==> config.mk <==
export PLATFORM = sky130hd
export DESIGN_NAME = booth_r4_mul_flat
export DESIGN_NICKNAME = d
export VERILOG_FILES = /design/src/rtl/booth_r4_mul_if.sv /design/src/rtl/booth_r4_mul.sv /design/src/flat_wrapper.sv
export SDC_FILE = /design/constraint.sdc
export NUM_CORES = 1
export LEC_CHECK = 0
export ABC_AREA = 1
export ABC_CLOCK_PERIOD_IN_PS = 4700
export CAP_MARGIN = 10
export CORE_ASPECT_RATIO = 1.5
export CORE_MARGIN = 2
export CORE_UTILIZATION = 45
export DETAILED_ROUTE_END_ITERATION = 12
export GPL_TIMING_DRIVEN = 1
export PLACE_DENSITY_LB_ADDON = 0.12
export SYNTH_ARGS = -nofsm -noshare
export SYNTH_HDL_FRONTEND = slang
export SYNTH_SLANG_ARGS = --single-unit
export TNS_END_PERCENT = 5
==> constraint.sdc <==
create_clock -name clk -period 4.7 [get_ports clk]
set_input_delay 0.94 -clock clk [delete_from_list [all_inputs] [get_ports clk]]
set_output_delay 0.94 -clock clk [all_outputs]
set_load 0.03 [all_outputs]
==> src/rtl/booth_r4_mul_if.sv <==
// Request/result bundle for the radix-4 Booth multiplier.
//   start, signed_mode, x, y : request side, driven by the client (master)
//   busy, done, z            : status/result side, driven by the multiplier (slave)
interface booth_r4_mul_if #(
  parameter int unsigned WIDTH = 16
);
  logic                 start;
  logic                 signed_mode;
  logic [WIDTH-1:0]     x;
  logic [WIDTH-1:0]     y;
  logic                 busy;
  logic                 done;
  logic [2*WIDTH-1:0]   z;

  modport master (
    output start, signed_mode, x, y,
    input  busy, done, z
  );

  modport slave (
    input  start, signed_mode, x, y,
    output busy, done, z
  );
endinterface

==> src/rtl/booth_r4_mul.sv <==
// Sequential radix-4 (modified) Booth multiplier, WIDTH x WIDTH -> 2*WIDTH.
// Retires two multiplier bits per cycle; WIDTH/2+1 iterations per product in either mode.
// Ports:
//   clk    system clock, rising edge
//   rst_n  asynchronous active-low reset; aborts any multiplication in flight
//   bus    slave side of booth_r4_mul_if:
//            start/signed_mode/x/y sampled only while idle
//            busy high during iterations, done one-cycle pulse with z updated,
//            z holds the last product until the next completion
module booth_r4_mul #(
  parameter int unsigned WIDTH = 16
) (
  input logic            clk,
  input logic            rst_n,
  booth_r4_mul_if.slave  bus
);

  localparam int unsigned N  = WIDTH / 2 + 1;   // iterations
  localparam int unsigned EW = WIDTH + 2;       // extended operand width
  localparam int unsigned AW = WIDTH + 3;       // accumulator width, room for +/-2M
  localparam int unsigned CW = $clog2(N) + 1;

  if ((WIDTH % 2) != 0 || WIDTH < 4) begin : g_bad_width
    $error("booth_r4_mul: WIDTH must be even and >= 4");
  end

  typedef enum logic [0:0] {StIdle, StCalc} state_e;

  state_e               state_q, state_d;
  logic [EW-1:0]        m_q, m_d;
  logic [EW-1:0]        q_q, q_d;
  logic                 qm1_q, qm1_d;
  logic [AW-1:0]        acc_q, acc_d;
  logic [CW-1:0]        cnt_q, cnt_d;
  logic                 done_q, done_d;
  logic [2*WIDTH-1:0]   z_q, z_d;

  logic [EW-1:0]        x_ext, y_ext;
  logic [AW-1:0]        m_ext, pp, sum;

  // Two extra bits: sign copies in signed mode, zeros in unsigned mode, so the
  // unsigned operand is always a non-negative two's complement value.
  assign x_ext = {{2{bus.signed_mode & bus.x[WIDTH-1]}}, bus.x};
  assign y_ext = {{2{bus.signed_mode & bus.y[WIDTH-1]}}, bus.y};
  assign m_ext = {m_q[EW-1], m_q};

  // Booth recoding of {q1, q0, q-1}
  always_comb begin
    pp = '0;
    case ({q_q[1:0], qm1_q})
      3'b001, 3'b010: pp = m_ext;
      3'b011:         pp = m_ext << 1;
      3'b100:         pp = -(m_ext << 1);
      3'b101, 3'b110: pp = -m_ext;
      default:        pp = '0;
    endcase
  end

  assign sum = acc_q + pp;

  always_comb begin
    state_d = state_q;
    m_d     = m_q;
    q_d     = q_q;
    qm1_d   = qm1_q;
    acc_d   = acc_q;
    cnt_d   = cnt_q;
    done_d  = 1'b0;
    z_d     = z_q;
    unique case (state_q)
      StIdle: begin
        if (bus.start) begin
          m_d     = x_ext;
          q_d     = y_ext;
          qm1_d   = 1'b0;
          acc_d   = '0;
          cnt_d   = '0;
          state_d = StCalc;
        end
      end
      StCalc: begin
        // Arithmetic shift of {sum, Q, q-1} right by two
        acc_d = {{2{sum[AW-1]}}, sum[AW-1:2]};
        q_d   = {sum[1:0], q_q[EW-1:2]};
        qm1_d = q_q[1];
        cnt_d = cnt_q + 1'b1;
        if (cnt_q == CW'(N - 1)) begin
          state_d = StIdle;
          done_d  = 1'b1;
          z_d     = {acc_d[WIDTH-3:0], q_d};
        end
      end
      default: state_d = StIdle;
    endcase
  end

  always_ff @(posedge clk or negedge rst_n) begin
    if (!rst_n) begin
      state_q <= StIdle;
      m_q     <= '0;
      q_q     <= '0;
      qm1_q   <= 1'b0;
      acc_q   <= '0;
      cnt_q   <= '0;
      done_q  <= 1'b0;
      z_q     <= '0;
    end else begin
      state_q <= state_d;
      m_q     <= m_d;
      q_q     <= q_d;
      qm1_q   <= qm1_d;
      acc_q   <= acc_d;
      cnt_q   <= cnt_d;
      done_q  <= done_d;
      z_q     <= z_d;
    end
  end

  assign bus.busy = (state_q == StCalc);
  assign bus.done = done_q;
  assign bus.z    = z_q;

endmodule

==> src/flat_wrapper.sv <==
// flat-port wrapper written by rule: the top's interface ports become plain ports
module booth_r4_mul_flat 
#(
  parameter int unsigned WIDTH = 16
)
  (clk, rst_n, bus_start, bus_signed_mode, bus_x, bus_y, bus_busy, bus_done, bus_z);
  booth_r4_mul_if #(.WIDTH(WIDTH)) bus_i ();
  input logic clk;
  input logic rst_n;
  input wire logic [$bits(bus_i.start)-1:0] bus_start;
  input wire logic [$bits(bus_i.signed_mode)-1:0] bus_signed_mode;
  input wire logic [$bits(bus_i.x)-1:0] bus_x;
  input wire logic [$bits(bus_i.y)-1:0] bus_y;
  output wire logic [$bits(bus_i.busy)-1:0] bus_busy;
  output wire logic [$bits(bus_i.done)-1:0] bus_done;
  output wire logic [$bits(bus_i.z)-1:0] bus_z;
  assign bus_i.start = bus_start;
  assign bus_i.signed_mode = bus_signed_mode;
  assign bus_i.x = bus_x;
  assign bus_i.y = bus_y;
  assign bus_busy = bus_i.busy;
  assign bus_done = bus_i.done;
  assign bus_z = bus_i.z;
  booth_r4_mul #(.WIDTH(WIDTH)) u_core (.clk(clk), .rst_n(rst_n), .bus(bus_i));
endmodule
==> summary.txt, run 1 <==
fresh numbers from the pnr run: yosys cell count approximately 700, total I/O pin count 70, clock transition at the registers of the reported paths ~0.070 ns, Layout clock area frac 4.58%, Worst Setup Start Kind flop, Critical Path End Type flop, global route overflow 0, run status completed, Non-clk bufs between 70 and 80, Post-Synth Adder-Cell Area 5.23%, critical setup path kind reg -> reg, Seq/total area around a third, signal buffers share of area around 11%, critical path's slowest cell dfrtp_1, Routed wire per std cell 15.4 um, final estimated routing congestion in global placement 0.909, required time at the endpoint of the critical path around 5 ns, fraction of final layout cells sized beyond drive strength 1 7.20%, Ant. Diodes 0, highest metal used met4, xor/xnor cell area share of the yosys netlist around 3.4%, antenna-violating nets left 0, Port Buf Inserts about 70, final hold viol count 0, Clock Skew 0.00781 ns, dominant register cell dfrtp_1, max cap viols 0, kind of path behind the tightest hold check reg -> reg, CP cell instances inv_1 -> ha_1 -> inv_1 -> nor2_4 -> and2_4 -> xor2_2 -> nand2_1 -> o21ai_1 -> a21oi_1 -> o21ai_1 -> ha_1 -> a21oi_1 -> a21boi_0 -> nand3_2 -> nand2_1 -> inv_2 -> nor2_1 -> nand2_1 -> nand3_1 -> nand2_1, number of DRC markers after the initial detailed-route iteration between 200 and 250, number of cells traversed by the worst register-to-register path 20, number of stages on the worst setup path 20, combinational share of cell area between 40% and 50%, number of synthesized register bits about 92, biggest combinational cell group after synthesis simple AND/OR/NAND/NOR gates, most area-consuming cells after synthesis dfrtp_1, nand2_1, ha_1, clock tree from TritonCTS done, most frequent cell after synthesis nand2_1, flip-flops with a built-in enable 0, AND-OR/OR-AND share of the synthesized area around an eighth, post-synthesis sequential area ratio roughly 43%, detailed-route DRC error count 0, number of buffer and inverter stages on the critical path 3, die area 12,900 um2, Reg area 2300 um2, count of instances resized after the clock tree is built 0, Chip Width a little over 90 um, fill cell count between 1,000 and 1,500, biggest cell category by area in the final layout combinational gates, cell taking the most area after synthesis dfrtp_1, final setup violating endpoints 0, HPWL reported at the end of detailed placement 10,500 um, proportion of register bits with asynchronous set or reset after synthesis 100%, sum of routed wire segments on met1 5830 um, first-pass GRT wire length ~23,000 um, netlist area before placement 5410 um2
[run 1: final timing paths]
kind / to / slack (ns) / from
hold / removal: u_core.bus.z[13] / 0.47 / u_core.bus.z[13]
hold reg to reg: u_core.bus.z[13] / 0.47 / u_core.bus.z[13]
setup reg to reg: u_core.bus.z[31] / 1.47 / u_core.m_q[1]
setup / recovery: u_core.bus.z[31] / 1.47 / u_core.m_q[1]
max in group asynchronous: u_core.bus.z[16] / 3.08 / rst_n
min in group asynchronous: u_core.bus.z[7] / 0.67 / rst_n
**Run 1: cell sizes after repair**

The bar under the picture is 20 um long.
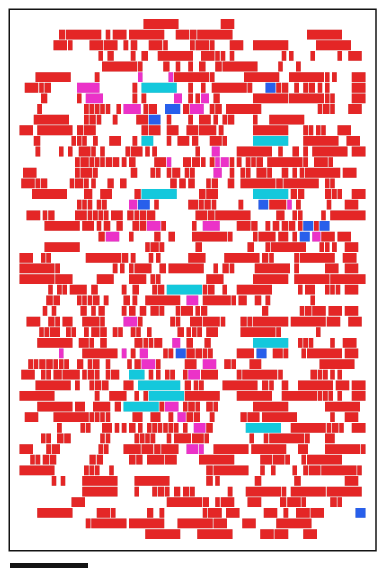
[drive 1 or less] red | cells: 722 | share: 93% | most used: nand2_1
[drive 6 and up] cyan | cells: 12 | share: 1.5% | most used: clkbuf_16
[drive 2] magenta | cells: 33 | share: 4.2% | most used: inv_2
[drive 3 to 4] blue | cells: 11 | share: 1.4% | most used: buf_4

**Run 1: clock routing**

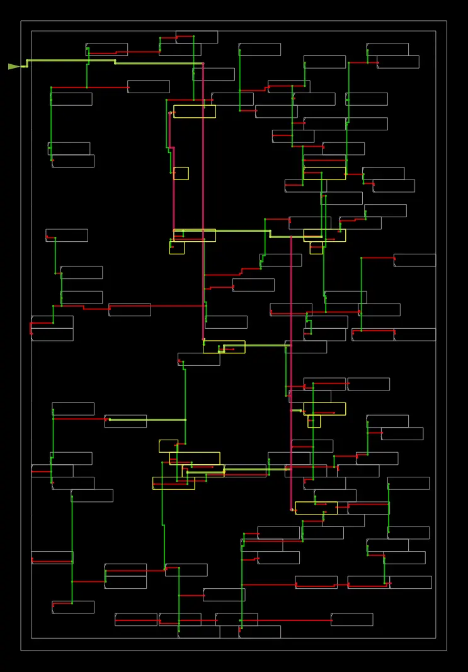
number of sequential storage elements: 92
total clock sinks: 92

**Run 1: sequential cells colored by netlist name**

The bar under the picture is 20 um long.
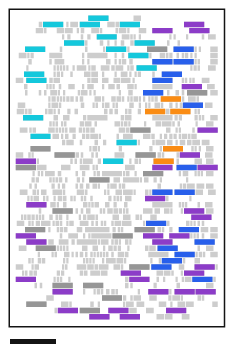
[u_core.m_q] cyan | placed flops: 17
[u_core.q_q] blue | placed flops: 18
[u_core.cnt_q] orange | placed flops: 5
[u_core.bus.z] purple | placed flops: 32 | where: all over the die

==> run 2, diff against run 1 <==
Settings changed: ABC_CLOCK_PERIOD_IN_PS 4700 to 3190.
Clock period 4.7 ns to 3.19 ns, I/O delays scaled along.
**Run 2: clock routing**

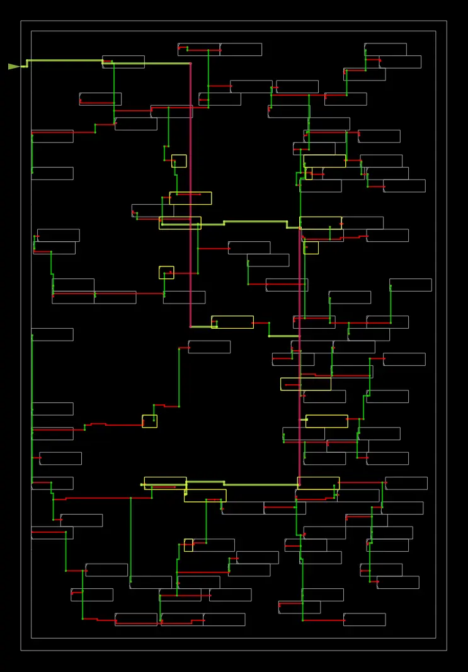
Clock Skew: 0.00977 ns
CTS buffer count: 9
Skew-Pair Late Insertion Delay: 0.34 ns

==> run 2 against run 1 <==
  * Worst hold slack worse by 0.12 ns
  * Utilization up 1.5 points
  * Cell count up 1.3%
  * Flip-flop count unchanged
  * Non-clock buffer count up 11
  * Design area up 2.8%
  * Die area unchanged
  * Synthesized cell count unchanged
  * First-iteration DRC count down 2.6%
==> summary.txt, run 2 <==
fresh numbers from the pnr run: biggest combinational cell group after synthesis simple AND/OR/NAND/NOR gates, count of warning messages emitted by the tools 28, Critical Path End Type flop, final hold viol count 0 (unchanged), number of stages on the worst setup path 17 (-15%), layout overhead on the synthesized area 24.1%, signal buffers share of area 12.2% (+1.1 points), Ant. Diodes 0 (unchanged), Tapcells roughly 150, run status completed, register-to-register setup slack 0.18 ns (-1.29 ns), most area-consuming cells after synthesis dfrtp_1, nand2_1, ha_1, final estimated routing congestion in global placement 0.886 (-2.6%), post-synthesis sequential area ratio 42.6% (unchanged), fill cell count 1,132 (-0.26%), Worst R2R Start u_core.m_q[3], clock transition at the registers of the reported paths 0.07 ns (about the same), cell taking the most area after synthesis dfrtp_1, AND-OR/OR-AND share of the synthesized area 12.3% (unchanged), count of distinct cell types in the synthesized netlist between 40 and 50, Port Buf Inserts 69 (unchanged), total clock sinks 92 (unchanged), instance count of the mapped netlist 711, wire length on met2 about 7200 um, number of synthesized register bits 92 (unchanged), Worst Setup Start Kind flop, combinational share of cell area 42.0% (+0.17 points), reg-to-reg critical path endpoint u_core.bus.z[29], highest metal used met4, detailed-route DRC error count 0 (unchanged), flip-flops with a built-in enable 0 (unchanged), HPWL reported at the end of detailed placement 10,500 um (+0.11%), critical path's slowest cell ha_1, Gate Area 2820 um2, initial antenna violation count 0, yosys cell count 711 (unchanged), Routed wire per std cell 15.1 um (-1.9%), number of DRC markers after the initial detailed-route iteration 222 (-2.6%), setup repair after global routing missed its margin yes, xor/xnor cell area share of the yosys netlist 3.38% (unchanged), die area 12,900 um2 (unchanged), Post-Synth Adder-Cell Area 5.23% (unchanged), crit path from u_core.m_q[3], kind of path behind the tightest hold check in -> async, most frequent cell after synthesis nand2_1, CP cell instances nor2_1 -> nand3_2 -> nor3b_4 -> xor2_1 -> inv_1 -> nand2_1 -> o2111ai_1 -> ha_1 -> nand2_1 -> inv_1 -> nand2_1 -> nor3_1 -> o21ai_1 -> nand2_1 -> or2_1 -> nand3_1 -> nand2_1, number of buffers inserted for hold repair after clock tree synthesis 0, Non-clk bufs 85 (+15%), dominant register cell dfrtp_1, sum of routed wire segments on met1 6060 um (+4.0%), proportion of register bits with asynchronous set or reset after synthesis 100% (unchanged), first-pass GRT wire length 24,300 um (+4.0%), Chip Width 93.5 um (unchanged), final setup violating endpoints 0 (unchanged), total I/O pin count 70 (unchanged), biggest cell category by area in the final layout combinational gates, netlist area before placement 5410 um2 (unchanged), antenna-violating nets left 0 (unchanged), Layout clock area frac 4.46% (-0.12 points), number of sequential storage elements 92 (unchanged), number of buffer and inverter stages on the critical path 2 (-1), share of the synthesized area in the top cell type around 43%, Seq/total area 34.3% (-0.96 points), max cap viols 0 (unchanged), Reg area 2300 um2 (unchanged), Slew HR 59.0%, endpoint of the most critical setup path u_core.bus.z[29], clock tree from TritonCTS done, critical setup path kind reg -> reg, fraction of final layout cells sized beyond drive strength 1 10.8% (+3.6 points), global route overflow 0 (unchanged), smallest setup slack after layout between 0.15 and 0.2 ns, CP Data Arrival Time approximately 3.3 ns, Placed Cells roughly 930
**Run 2: cell sizes after repair**

The bar under the picture is 20 um long.
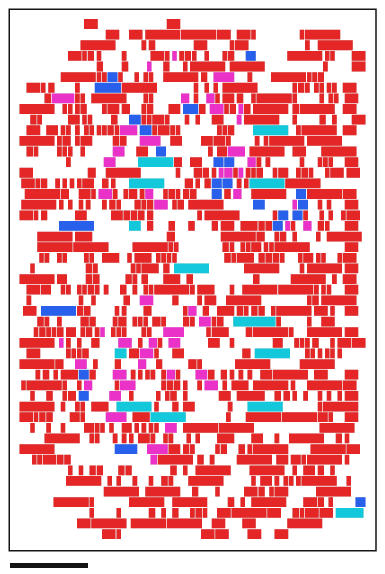
[drive 3 to 4] blue | cells: 24 | share: 3.0% | most used: buf_4
[drive 1 or less] red | cells: 705 | share: 89% | most used: nand2_1
[drive 2] magenta | cells: 48 | share: 6.1% | most used: inv_2
[drive 6 and up] cyan | cells: 13 | share: 1.6% | most used: clkbuf_16

run 2: cell types whose count changed in the layout (fill, tap and decap cells not counted), sizes merged:
cell / previous run / this run
buf: 6 / 17
clkinvlp: 2 / 0
clkinv: 3 / 5
clkbuf: 9 / 10
run 2: timing repair:
action | CTS | global route
buffers inserted | 0 | 2
resized | 0 | 26
setup endpoints to repair | 0 | 14
==> run 3, diff against run 2 <==
Settings changed: CORE_MARGIN 2 to not set, CORE_UTILIZATION 45 to 56.
**Run 3: routed clock nets over the placement**

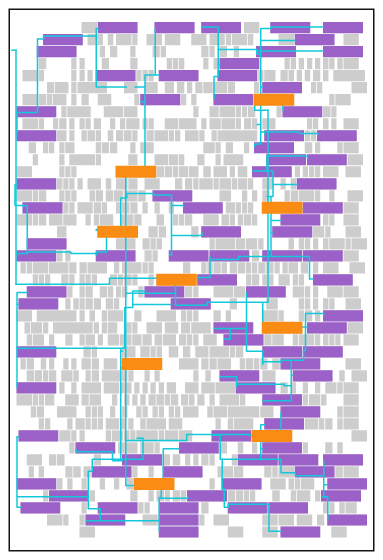
[cells driving clock nets] orange | count: 9
[clock wires] cyan | length: 1,130 um
[flip-flops] purple | count: 92
routed clock nets: 10
flops lie: all over the die

==> run 3 against run 2 <==
  * Wire length down 5.1%
  * Critical endpoint is now u_core.acc_q[14]
  * Cell count down 5.0%
  * Global-route usage up 5.3 points
  * Highest routed layer unchanged
  * Flip-flop count unchanged
==> summary.txt, run 3 <==
fresh numbers from the pnr run: endpoint of the most critical setup path u_core.acc_q[14], Ant. Diodes 0 (unchanged), smallest setup slack after layout 0.182 ns (+0.00321 ns), dominant register cell dfrtp_1, chip area from the yosys synthesis statistics 5410 um2, AND-OR/OR-AND share of the synthesized area 12.3% (unchanged), critical setup path kind reg -> reg, reg-to-reg critical path endpoint u_core.acc_q[14], Slew HR 47.1% (-12 points), final worst hold slack around 0.36 ns, number of DRC markers after the initial detailed-route iteration 336 (+51%), number of synthesized register bits 92 (unchanged), met2 Usage GRT between 50 and 60%, most frequent cell after synthesis nand2_1, kind of path behind the tightest hold check in -> async, net count after synthesis about 770, wire length on met2 6890 um (-4.7%), total I/O pin count 70 (unchanged), sum of routed wire segments on met1 5510 um (-9.2%), final estimated routing congestion in global placement 0.952 (+7.5%), Post-Synth Adder-Cell Area 5.23% (unchanged), number of cells traversed by the worst register-to-register path 18, fill cell count 755 (-33%), most congested layer reported by global routing met2, Chip Width 82.2 um (-12%), number of buffers inserted for hold repair after clock tree synthesis 0 (unchanged), instance count of the mapped netlist 711 (unchanged), Worst R2R Start u_core.m_q[0], yosys cell count 711 (unchanged), clock tree from TritonCTS done, fraction of final layout cells sized beyond drive strength 1 9.31% (-1.4 points), CP Data Arrival Time 3.24 ns (about the same), first-pass GRT wire length 21,700 um (-11%), xor/xnor cell area share of the yosys netlist 3.38% (unchanged), die area 10,100 um2 (-22%), HPWL reported at the end of detailed placement 9730 um (-7.2%), global route overflow 0 (unchanged), count of warning messages emitted by the tools 27 (-3.6%), run status completed, proportion of register bits with asynchronous set or reset after synthesis 100% (unchanged), share of the synthesized area in the top cell type 42.6% (unchanged), netlist area before placement 5410 um2 (unchanged), post-route clock period utilization a little over nine tenths, count of instances resized after the clock tree is built 0 (unchanged), final setup violating endpoints 0 (unchanged), post-synthesis sequential area ratio 42.6% (unchanged), setup repair after global routing missed its margin no, Placed Cells 880 (-4.9%), initial antenna violation count 0 (unchanged), Port Buf Inserts 69 (unchanged), detailed-route DRC error count 0 (unchanged), post-place setup slack approximately 0.09 ns, flip-flops with a built-in enable 0 (unchanged), cell taking the most area after synthesis dfrtp_1, highest metal used met4, total clock sinks 92 (unchanged), CTS buffer count 9 (unchanged), utilization after layout between 70% and 80%, crit path from u_core.m_q[0], Post-CTS Setup Repair Bufs 0 (unchanged), max cap viols 0 (unchanged), Clock Skew 0.00632 ns (-0.00345 ns), final hold viol count 0 (unchanged), antenna-violating nets left 0 (unchanged), most area-consuming cells after synthesis dfrtp_1, nand2_1, ha_1, layout overhead on the synthesized area 21.5%, biggest combinational cell group after synthesis simple AND/OR/NAND/NOR gates, register-to-register setup slack 0.18 ns (about the same), Critical Path End Type flop, Skew-Pair Late Insertion Delay 0.35 ns (about the same), Worst Setup Start Kind flop, clock transition at the registers of the reported paths 0.06 ns (about the same), count of distinct cell types in the synthesized netlist 43 (unchanged), Routed wire per std cell 15.1 um (-0.12%)
**Run 3: cell sizes after repair**

The bar under the picture is 20 um long.
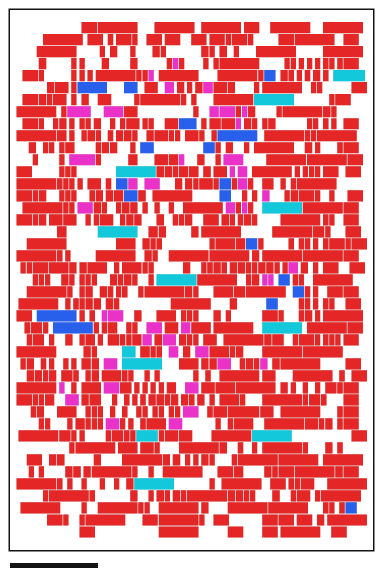
[drive 3 to 4] blue | cells: 18 | share: 2.3% | most used: buf_4
[drive 2] magenta | cells: 43 | share: 5.5% | most used: inv_2
[drive 6 and up] cyan | cells: 12 | share: 1.5% | most used: clkbuf_16
[drive 1 or less] red | cells: 711 | share: 91% | most used: nand2_1

run 3: worst max-delay path: stages, from the launching register on:
cell	delay, ns
dfrtp_1	0.40
inv_2	0.11
ha_4	0.16
inv_1	0.06
nor2_4	0.12
and2_4	0.19
nand3_1	0.08
xor2_1	0.19
inv_1	0.08
nand2_1	0.07
nand4_1	0.19
ha_4	0.37
nand2_1	0.11
nor4_1	0.38
nand2_1	0.13
nand2_1	0.08
nand2_1	0.05
nand3_1	0.07
nand2_1	0.05
run 3: cell type report:
cell class / count / area [um2] / area share, %
well taps: 112 / 140 / 2.13
clock inverters: 5 / 36.3 / 0.552
clock buffers: 11 / 243 / 3.70
inverters: 73 / 274 / 4.17
repair buffers: 79 / 776 / 11.8
flip-flops and latches: 92 / 2300 / 35.0
multi-input cells: 524 / 2800 / 42.6
